===== config.mk =====
export PLATFORM = sky130hd
export DESIGN_NAME = display_capture
export DESIGN_NICKNAME = d
export VERILOG_FILES = /design/src/rtl/display_capture.sv
export SDC_FILE = /design/constraint.sdc
export NUM_CORES = 1
export LEC_CHECK = 0
export ABC_CLOCK_PERIOD_IN_PS = 3600
export CAP_MARGIN = 20
export CORE_MARGIN = 3
export CORE_UTILIZATION = 58
export CTS_CLUSTER_SIZE = 24
export DETAILED_ROUTE_END_ITERATION = 6
export GPL_TIMING_DRIVEN = 1
export PLACE_DENSITY = 0.89
export SYNTH_ARGS = -nofsm -noshare
export SYNTH_HDL_FRONTEND = slang
export SYNTH_SLANG_ARGS = --single-unit
export TNS_END_PERCENT = 30

===== constraint.sdc =====
create_clock -name clk -period 3.6 [get_ports clk]
set_input_delay 0.72 -clock clk [delete_from_list [all_inputs] [get_ports clk]]
set_output_delay 0.72 -clock clk [all_outputs]
set_load 0.1 [all_outputs]

===== src/rtl/display_capture.sv =====
// Receiver for a multiplexed 7-segment display bus: samples the segment/digit
// lines, debounces each digit and reassembles complete hex frames.
module display_capture #(
  parameter int unsigned n_dig     = 4,
  parameter int unsigned settle    = 4,
  parameter int unsigned timeout_w = 20
) (
  input  logic                 clk,
  input  logic                 reset,
  input  logic [7:0]           abcdefgh,
  input  logic [n_dig-1:0]     digit,
  output logic [n_dig*4-1:0]   number,
  output logic [n_dig-1:0]     dots,
  output logic [n_dig-1:0]     bad,
  output logic                 frame_valid,
  output logic                 active
);

  localparam int unsigned CNT_W = (settle > 1) ? $clog2(settle) : 1;
  localparam int unsigned IDX_W = $clog2(n_dig);
  localparam int unsigned NUM_W = n_dig * 4;
  localparam logic [CNT_W-1:0] CNT_TOP = CNT_W'(settle - 1);

  logic [7:0]           seg_q, seg_d, seg_p_q, seg_p_d;
  logic [n_dig-1:0]     dig_q, dig_d, dig_p_q, dig_p_d;
  logic [CNT_W-1:0]     cnt_q, cnt_d;
  logic                 captured_q, captured_d;
  logic [NUM_W-1:0]     sh_num_q, sh_num_d;
  logic [n_dig-1:0]     sh_dot_q, sh_dot_d;
  logic [n_dig-1:0]     sh_bad_q, sh_bad_d;
  logic [n_dig-1:0]     seen_q, seen_d;
  logic [timeout_w-1:0] tmo_q, tmo_d;
  logic [NUM_W-1:0]     number_q, number_d;
  logic [n_dig-1:0]     dots_q, dots_d;
  logic [n_dig-1:0]     bad_q, bad_d;
  logic                 fv_q, fv_d;
  logic                 active_q, active_d;

  logic                 well_formed_c;
  logic                 same_c;
  logic                 captured_eff_c;
  logic                 capture_c;
  logic [IDX_W-1:0]     slot_c;
  logic [4:0]           glyph_c;

  // Returns {hit, value} for an active-low a..g pattern.
  function automatic logic [4:0] decode(input logic [6:0] s);
    logic [4:0] r;
    case (s)
      7'b0000001: r = 5'h10;
      7'b1001111: r = 5'h11;
      7'b0010010: r = 5'h12;
      7'b0000110: r = 5'h13;
      7'b1001100: r = 5'h14;
      7'b0100100: r = 5'h15;
      7'b0100000: r = 5'h16;
      7'b0001111: r = 5'h17;
      7'b0000000: r = 5'h18;
      7'b0001100: r = 5'h19;
      7'b0001000: r = 5'h1A;
      7'b1100000: r = 5'h1B;
      7'b0110001: r = 5'h1C;
      7'b1000010: r = 5'h1D;
      7'b0110000: r = 5'h1E;
      7'b0111000: r = 5'h1F;
      default:    r = 5'h00;
    endcase
    return r;
  endfunction

  always_comb begin
    seg_d      = abcdefgh;
    dig_d      = digit;
    seg_p_d    = seg_q;
    dig_p_d    = dig_q;
    cnt_d      = '0;
    captured_d = captured_q;
    sh_num_d   = sh_num_q;
    sh_dot_d   = sh_dot_q;
    sh_bad_d   = sh_bad_q;
    seen_d     = seen_q;
    tmo_d      = (tmo_q == '1) ? tmo_q : tmo_q + timeout_w'(1);
    number_d   = number_q;
    dots_d     = dots_q;
    bad_d      = bad_q;
    fv_d       = 1'b0;
    active_d   = active_q;
    captured_eff_c = 1'b0;
    slot_c     = '0;

    well_formed_c = ($countones(~dig_q) == 1);
    same_c        = (seg_q == seg_p_q) && (dig_q == dig_p_q);
    glyph_c       = decode(seg_q[7:1]);

    // Stability counter; any change or malformed sample restarts the interval.
    if (same_c && well_formed_c) begin
      cnt_d          = (cnt_q == CNT_TOP) ? cnt_q : cnt_q + CNT_W'(1);
      captured_eff_c = captured_q;
    end
    capture_c  = well_formed_c && (cnt_d == CNT_TOP) && !captured_eff_c;
    captured_d = captured_eff_c | capture_c;

    for (int k = 0; k < n_dig; k++) begin
      if (!dig_q[k]) slot_c = IDX_W'(k);
    end

    if (capture_c) begin
      sh_num_d[{slot_c, 2'b00} +: 4] = glyph_c[4] ? glyph_c[3:0] : 4'h0;
      sh_bad_d[slot_c] = ~glyph_c[4];
      sh_dot_d[slot_c] = ~seg_q[0];
      seen_d[slot_c]   = 1'b1;
      tmo_d            = '0;
      active_d         = 1'b1;
      // Publish the frame once every position has been captured.
      if (&seen_d) begin
        number_d = sh_num_d;
        dots_d   = sh_dot_d;
        bad_d    = sh_bad_d;
        fv_d     = 1'b1;
        seen_d   = '0;
      end
    end else if (tmo_d == '1) begin
      active_d = 1'b0;
      seen_d   = '0;
    end
  end

  always_ff @(posedge clk or posedge reset) begin
    if (reset) begin
      seg_q      <= '0;
      dig_q      <= '0;
      seg_p_q    <= '0;
      dig_p_q    <= '0;
      cnt_q      <= '0;
      captured_q <= 1'b0;
      sh_num_q   <= '0;
      sh_dot_q   <= '0;
      sh_bad_q   <= '0;
      seen_q     <= '0;
      tmo_q      <= '0;
      number_q   <= '0;
      dots_q     <= '0;
      bad_q      <= '0;
      fv_q       <= 1'b0;
      active_q   <= 1'b0;
    end else begin
      seg_q      <= seg_d;
      dig_q      <= dig_d;
      seg_p_q    <= seg_p_d;
      dig_p_q    <= dig_p_d;
      cnt_q      <= cnt_d;
      captured_q <= captured_d;
      sh_num_q   <= sh_num_d;
      sh_dot_q   <= sh_dot_d;
      sh_bad_q   <= sh_bad_d;
      seen_q     <= seen_d;
      tmo_q      <= tmo_d;
      number_q   <= number_d;
      dots_q     <= dots_d;
      bad_q      <= bad_d;
      fv_q       <= fv_d;
      active_q   <= active_d;
    end
  end

  assign number      = number_q;
  assign dots        = dots_q;
  assign bad         = bad_q;
  assign frame_valid = fv_q;
  assign active      = active_q;

endmodule


==> run summary <==
The synthesis and place-and-route flow finished, so here is a summary.

The run finished with clean final reports. The placement-stage worst setup slack came out at 0.2009 ns. The average wire per cell in the routed design is 16.10 um.

The commonest cells after synthesis are sky130_fd_sc_hd__dfrtp_1 (101), sky130_fd_sc_hd__nand2_1 (61), sky130_fd_sc_hd__nor2_1 (59). The script computed the net switching share of total power as 0.2266. Per the synthesis report, the XOR/XNOR share of the synthesized area is 0.04982. The number of DRC markers in iteration 0 came out at 262. The area share of the largest cell type after synthesis came out at 0.5324. The number of logic inverters in the finished layout is 11.

The beginning of the critical path is dig_p_d[0]. The cell area power density came out at 380.4 nW/um2. The synthesized netlist has a Yosys-reported chip area of 4747 um2. The area of the multi-input gates is 2052 um2. The number of top-level design ports came out at 40.

Sorting the Yosys area breakdown by cell type puts at the top sky130_fd_sc_hd__dfrtp_1. The post-CTS clock slew at the launch and capture registers of the worst setup and hold paths came out at 0.09 ns. In the power breakdown, the internal column shows 1606 uW. The routed layout reports a DRC error count of 0. The worst min-delay path category is reg2reg. The area of the core is 7848 um2. The number of setup violations in the final report came out at 0.

The final number of max-transition violations came out at 0. The congestion estimate from routability-driven global placement came to 0.9462. The most frequently used library cell after synthesis is sky130_fd_sc_hd__dfrtp_1. The startpoint of the worst register-to-register path is dig_p_d[0].

After technology mapping, the gate count stands at 499. The chip width is 96.47 um. The count of buffers not belonging to the clock network in the layout is 50. The final total negative setup slack came out at 0 ns. The number of buffers inserted by hold repair at cts came out at 0. Counting stages on the worst path, the most repeated cell is sky130_fd_sc_hd__ha_1.

The worst hold path terminates at dig_p_q[0]. The count of unique library cells instantiated by Yosys is 51. In the synthesized netlist, the dominant kind of combinational cell is simple AND/OR/NAND/NOR gates. The signal arrival time at the worst endpoint is 3.55 ns. Along the worst path, the maximum fanout reaches 10. The share of the clock period used by the worst path is 0.9149.

The area of all sequential standard cells came out at 2527 um2. The row count came out at 32. The per-cell via count in the routed design is 5.945. The worst ir drop on vdd came out at 287.7 uV.

The final total power is 2077 uW. The script extracted a net switching power of 470.7 uW. 0 antenna diodes ended up in the layout.
==> metrics by stage <==
| step | area, um2 | instances |
|---|---|---|
| floorplan | 4747 | 499 |
| global placement | 5230 | 618 |
| detailed placement | 5230 | 618 |
| CTS | 5454 | 634 |
| global route | 5460 | 634 |
| finish | 5460 | 634 |
==> state kept, by name (all words and copies together) (netlist names) <==
name and cells:
active 1, bad 4, captured_q 1, cnt_q 2, dig_p_d 4, dig_p_q 4
dots 4, frame_valid 1, number 16, seen_q 4, seg_p_d 8, seg_p_q 8
sh_bad_q 4, sh_dot_q 4, sh_num_q 16, tmo_q 20
==> metal layers <==
| layer | wire length, um | global-route usage |
|---|---|---|
| met1 | 4270 | 0.3197 |
| met2 | 5157 | 0.3925 |
| met3 | 609 | 0.05500 |
| met4 | 169 | 0.07360 |
| met5 | 0 | 0 |
### The clock network

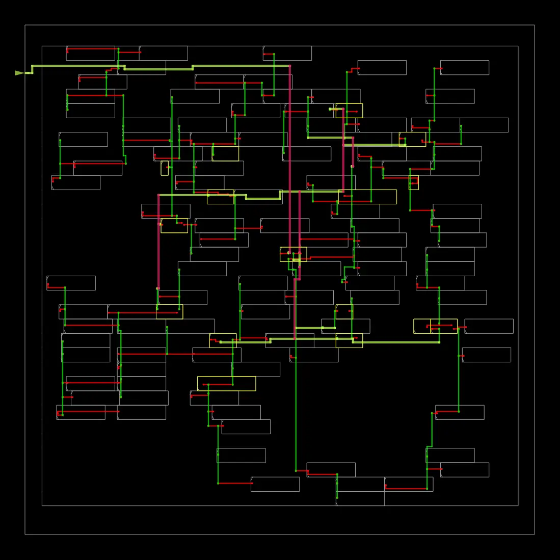
Insertion Delay late pin: 0.37 ns
reported clock group power: 795 uW

### Cells by drive strength

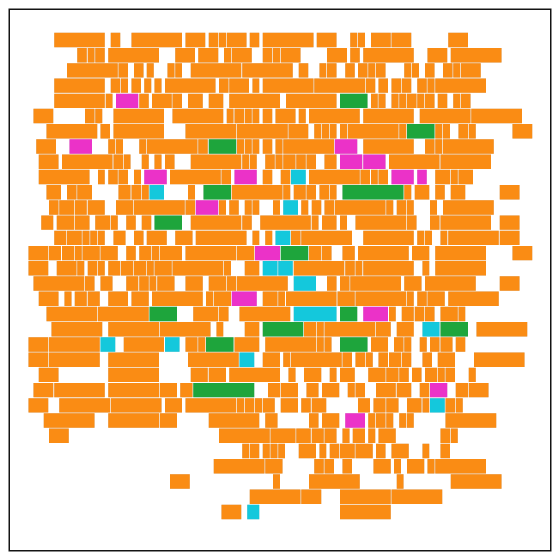
[x6 and larger] green | cells: 14 | most used: clkbuf_8
[x1 and smaller] orange | cells: 489 | most used: dfrtp_1
[x3 and x4] cyan | cells: 14 | most used: buf_4
[x2] magenta | cells: 15 | most used: mux2_2
Area growth syn-to-layout: 15.02%
worst setup slack after layout: 0.3065 ns

### Signal wires on met2

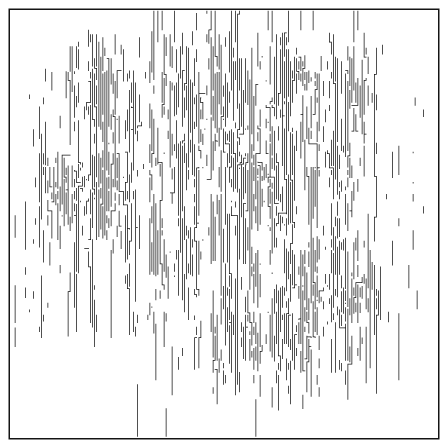
wire length on this layer: 5160 um
longest straight run: 47.3 um
main direction: vertical
nets with wire on the layer: 464
share of all routed wire: 51%
routed wire length: 10210 um
count of vias placed by the detailed router: 3769
met2 Use GR: 0.3925

### Logic cells by family

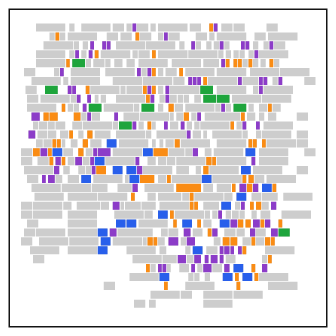
[nor cells] orange | cells: 84 | most used: nor2_1
[xor and xnor cells] blue | cells: 27 | most used: xnor2_1
[nand cells] purple | cells: 93 | most used: nand2_1
[mux cells] green | cells: 10 | most used: mux2_2
fraction of area in multi-input gates: 0.3758
Final Instance Count excl. Fillers: 634

No activity file was given, so power comes from the tool's default toggle rates.
